run_1/met1.png
Bar = 20 um. Supply wires on this layer in gray.
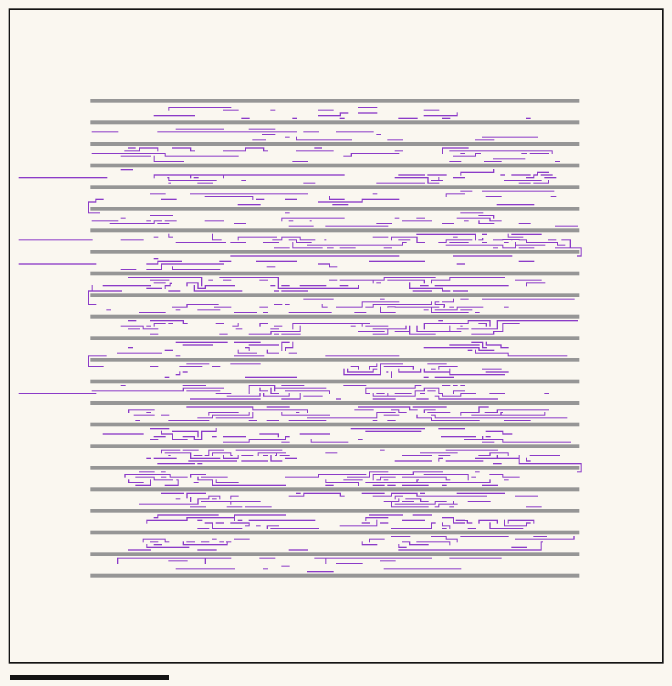
run_1/met2.png
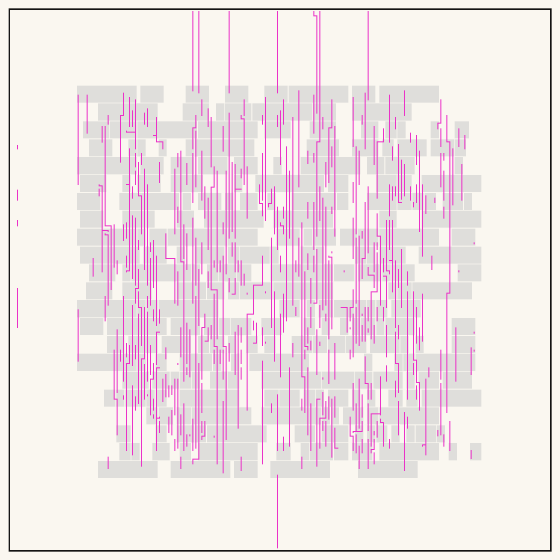
run_1/met3.png
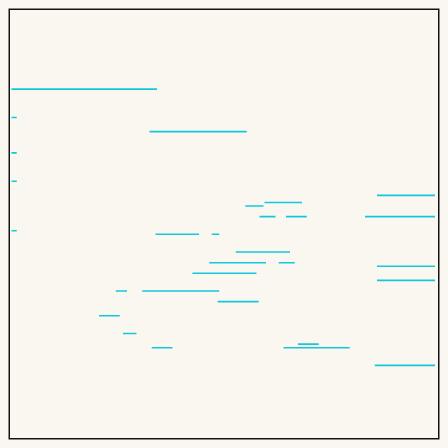
==> config.mk <==
export PLATFORM = sky130hd
export DESIGN_NAME = pwm_generator
export DESIGN_NICKNAME = d
export VERILOG_FILES = /design/src/rtl/pwm_generator.sv
export SDC_FILE = /design/constraint.sdc
export NUM_CORES = 1
export LEC_CHECK = 0
export CORE_MARGIN = 10
export CORE_UTILIZATION = 63
export DETAILED_ROUTE_END_ITERATION = 16
export PLACE_DENSITY_LB_ADDON = 0.12
export SYNTH_ARGS = -nofsm -noshare
export SYNTH_HDL_FRONTEND = slang
export SYNTH_SLANG_ARGS = --single-unit
==> constraint.sdc <==
create_clock -name clock -period 6.7 [get_ports clock]
set_input_delay 1.34 -clock clock [delete_from_list [all_inputs] [get_ports clock]]
set_output_delay 1.34 -clock clock [all_outputs]
set_load 0.01 [all_outputs]
==> impl_metrics.json, run 1 <==
{
  "yosysWarnings": 0,
  "ys.flop_type": "dfrtp_1",
  "cts_hold_buf": 0,
  "max-vdd-ir-drop_v": 0.000133,
  "drtIter0Drc": 130,
  "grt_max_degree": 45,
  "comb_area_sq_um": 1220,
  "cp_num_cells": 5,
  "gr-total-overflow": 0,
  "wl_per_cell_um": 15.2,
  "dr.pass1.iters": 4,
  "max_cap_viol_count": 0,
  "nets": 288,
  "slew_viol_final": 0,
  "fin_crit_sh_pct": 51.5,
  "fillers": 291,
  "diodes": 0,
  "crit_type": "input port to flop",
  "hold_path_class": "flop to flop",
  "busiest_layer": "met2",
  "clock_path_buffers": 2,
  "syn_nets": 271,
  "critPathArrivalTime_ps": 3620,
  "layoutNonFillerInstCount": 307,
  "edf_count": 0,
  "power_uw": 598,
  "grt_first_pass_wirelength_um": 7900,
  "initCoreUtil_pct": 66.0,
  "reg2reg_slack_ps": 3880,
  "slew_headroom_pct": 36.9,
  "critPathMaxStageDelay_ps": 800,
  "cts_tree": "yes",
  "gp_congestion": 0.902,
  "pre_cts_ws_ps": 2920,
  "final_area_sq_um": 2710,
  "ys_cells": 242,
  "r2r_cells": 5,
  "gr-usage-all-layers_pct": 14.9,
  "netlist_instances": 242,
  "required_ps": 6870,
  "syn_avg_cell_area_sq_um": 10.1,
  "ant_nets": 0,
  "numCtsBuffers": 5,
  "die_area_sq_um": 6750,
  "hold_path_depth": 1,
  "drive_above_1_share_pct": 10.0,
  "tool_warnings": 31,
  "path_clk_slew_ps": 80,
  "clk_latency_ps": 290,
  "postCtsSetupRepairBufs": 0,
  "async_reset_ff_share_pct": 100,
  "placedCellCount": 300,
  "period_needed_ps": 3450,
  "rows": 22,
  "pin_count": 18,
  "p_per_area_nw_per_um2": 221,
  "cts_resized": 0,
  "yosysChipArea_sq_um": 2430,
  "crit_chain": "clkdlybuf4s50_1 > inv_1 > a21oi_1 > or2_2 > o21ai_0",
  "fp.coreArea_sq_um": 3690,
  "cts.htree.levels": 2,
  "antenna_found_initial": 0,
  "syn2layout_area_growth_pct": 11.3,
  "post-route-drc-count": 0,
  "whs_ps": 514,
  "fin_worst_skew_ps": 5.56,
  "leakagePower_uw": 0.00119,
  "crit_path_end_kind": "flop",
  "synth_flops": 44,
  "cpMaxStageDelayCell": "clkdlybuf4s50_1",
  "seq_area_frac_synth_pct": 45.3,
  "regArea_sq_um": 1100,
  "run_status": "completed"
}
About met1.png:
share of all routed wire	44%
longest straight run	23.9 um
final wirelength: 4670 um
met1 GRT Util: 18.6%
Via Count: 1812

About met2.png:
wire length on this layer	2330 um
nets with wire on the layer	241
GR Layer Usage met2: 24.9%

About met3.png:
wire length on this layer	216 um
main direction	horizontal
GRT met3 Usage: 3.67%

[run 1: cell families (layout without fill, tap and decap cells)]
family	after synthesis	after routing	share of synthesized area, %
AOI/OAI and AO/OA	58	58	16.9
adders and majority gates	16	16	8.22
muxes	21	21	9.25
xor gates and xnor gates	5	5	1.80
buffers and inverters	29	46	4.52
DFF	44	44	45.3
and+or+nand+nor	69	69	14.1
[run 1: Yosys cell counts (all sizes together) (2+ instances only)]
master / count / share of area, %
nand2: 21 / 3.2
xnor2: 2 / 0.72
inv: 22 / 3.4
o21ai: 14 / 2.9
nand3: 8 / 1.6
a211o: 2 / 0.72
and2: 2 / 0.51
a311oi: 2 / 1.4
nand4b: 2 / 0.72
o22ai: 2 / 0.51
o31ai: 6 / 1.8
a2111oi: 2 / 0.72
or4: 4 / 1.4
a21boi: 2 / 0.62
or3b: 2 / 0.72
nor2: 18 / 2.8
o21a: 2 / 0.62
a31oi: 4 / 1.0
dfrtp: 43 / 44
xor2: 3 / 1.1
clkbuf: 5 / 0.77
o41ai: 2 / 0.72
buf: 2 / 0.36
mux2i: 9 / 3.7
a211oi: 2 / 0.82
mux2: 12 / 5.5
a21oi: 10 / 2.1
nand4: 3 / 0.77
nor2b: 3 / 0.77
o211ai: 3 / 0.92
ha: 16 / 8.2
[run 1: per-layer routing]
metal  vias to the layer above  wire length, um
li1                        904                -
met1                       857             2060
met2                        45             2330
met3                         6              216
met4                         0               60
met5                         -                0
[run 1: final cells by class]
type	count	area share, %
Timing Repair Buffer	17	6.09
Inverter	22	3.05
Tap cell	48	2.22
Clock buffer	6	2.68
Sequential cell	44	40.7
Clock inverter	1	0.185
Multi-Input combinational cell	169	45.1
[run 1: where the power goes]
group / switching, uW / internal, uW
registers: 20.9 / 292
clock network: 84.1 / 70.9
logic: 68.7 / 61.4
run_1/final_congestion.png
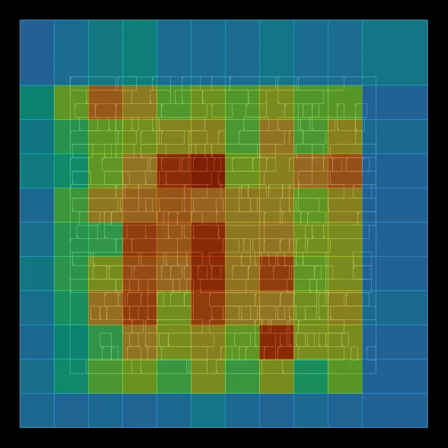

--- run 2 (diff from run 1) ---
--- a/config.mk
+++ b/config.mk
@@ -6,7 +6,7 @@
 export NUM_CORES = 1
 export LEC_CHECK = 0
 export CORE_MARGIN = 10
-export CORE_UTILIZATION = 63
+export CORE_UTILIZATION = 58
 export DETAILED_ROUTE_END_ITERATION = 16
 export PLACE_DENSITY_LB_ADDON = 0.12
 export SYNTH_ARGS = -nofsm -noshare
==> constraint.sdc (replaced) <==
create_clock -name clock -period 3.3 [get_ports clock]
set_input_delay 0.66 -clock clock [delete_from_list [all_inputs] [get_ports clock]]
set_output_delay 0.66 -clock clock [all_outputs]
set_load 0.01 [all_outputs]
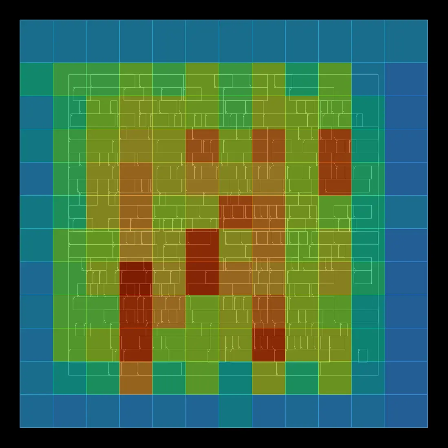
run_2/final_congestion.png
GRT met3 Usage: 3.57%
Core Util, Final: 68.5%
met1 GRT Util: 17.8%

==> impl_metrics.json, run 2 <==
{
  "diodes": 0,
  "routed_wl_um": 4760,
  "max_cap_viol_count": 0,
  "logic_family": "AND-OR/OR-AND gates",
  "postCtsSetupRepairBufs": 0,
  "leakagePower_uw": 0.00121,
  "hold_path_depth": 1,
  "cp_num_cells": 5,
  "fin_crit_sh_pct": 85.5,
  "crit_type": "flop to flop",
  "grt_first_pass_wirelength_um": 8400,
  "top_cell": "dfrtp_1",
  "yosys-top-cells-count": "dfrtp_1, inv_1, nand2_1, nor2_1, ha_1",
  "slew_headroom_pct": 35.7,
  "async_reset_ff_share_pct": 100,
  "ys.flop_type": "dfrtp_1",
  "ys_sh_xor_pct": 1.80,
  "drtIter0Drc": 205,
  "cts_tree": "yes",
  "synth.area.mux_share_pct": 9.25,
  "seq_area_frac_synth_pct": 45.3,
  "synthSimpleGateAreaFrac_pct": 14.1,
  "fillers": 328,
  "tool_warnings": 31,
  "rows": 23,
  "initCoreUtil_pct": 60.4,
  "netlist_instances": 242,
  "r2r_cells": 5,
  "dr.pass1.iters": 4,
  "period_needed_ps": 2820,
  "ys_sh_adder_pct": 8.22,
  "fp.coreArea_sq_um": 4030,
  "whs_ps": 510,
  "cts_resized": 0,
  "synth_flops": 44,
  "ys_cells": 242,
  "max-vdd-ir-drop_v": 0.000324,
  "syn2layout_area_growth_pct": 13.4,
  "gp_congestion": 0.855,
  "hold_path_class": "flop to flop",
  "critPathMaxStageDelay_ps": 710,
  "antenna_found_initial": 0,
  "run_status": "completed",
  "aoi_share_pct": 16.9,
  "crit_path_end_kind": "flop",
  "top_cell_area_share_pct": 44.2,
  "fin_worst_skew_ps": 3.35,
  "syn_avg_cell_area_sq_um": 10.1,
  "cts.htree.levels": 2,
  "die_area_sq_um": 7190
}
[run 2: cell counts after synthesis]
Identical to the previous run, type by type.
[run 2: final cells by class]
cell class / instances / area (sq um) / share of cell area, %
Inverter: 22 / 82.6 / 2.99
Sequential cell: 44 / 1100 / 39.9
Clock inverter: 3 / 42.5 / 1.54
Multi-Input combinational cell: 169 / 1220 / 44.3
Tap cell: 50 / 62.6 / 2.27
Timing Repair Buffer: 19 / 180 / 6.52
Clock buffer: 5 / 68.8 / 2.49
[run 2: logic make-up (layout without fill, tap and decap cells)]
family,Yosys count,count (layout)
buffers and inverters,29,49
multiplexers,21,21
AND-OR/OR-AND,58,58
adder cells (fa/ha/maj),16,16
XOR/XNOR,5,5
AND/OR/NAND/NOR,69,69
flip-flops,44,44
[run 2: metrics by stage]
step | instance area [sq um] | total power, uW | util [%] | std cells | setup slack [ps]
floorplan | 2430 | 810 | - | 242 | 796
global placement | 2650 | 901 | 65.8 | 304 | 620
detailed placement | 2650 | 910 | 65.8 | 304 | 516
CTS | 2760 | 1320 | 68.5 | 312 | 474
global route | 2760 | 1380 | 68.5 | 312 | 336
finish | 2760 | 1310 | 68.5 | 312 | 477
[run 2: report_power, final]
group	total, uW	switching (uW)	internal, uW
registers	635	41.0	594
logic	263	137	126
clock network	410	186	224
[run 2: per-layer routing]
layer	up-vias	global-route usage (%)	wire length [um]
met5	-	0	0
met4	0	4.19	46
met3	4	3.57	214
met2	45	22.0	2310
met1	859	17.8	2190
li1	902	-	-
Power figures rest on the tool's default switching activity, not on a simulated workload.
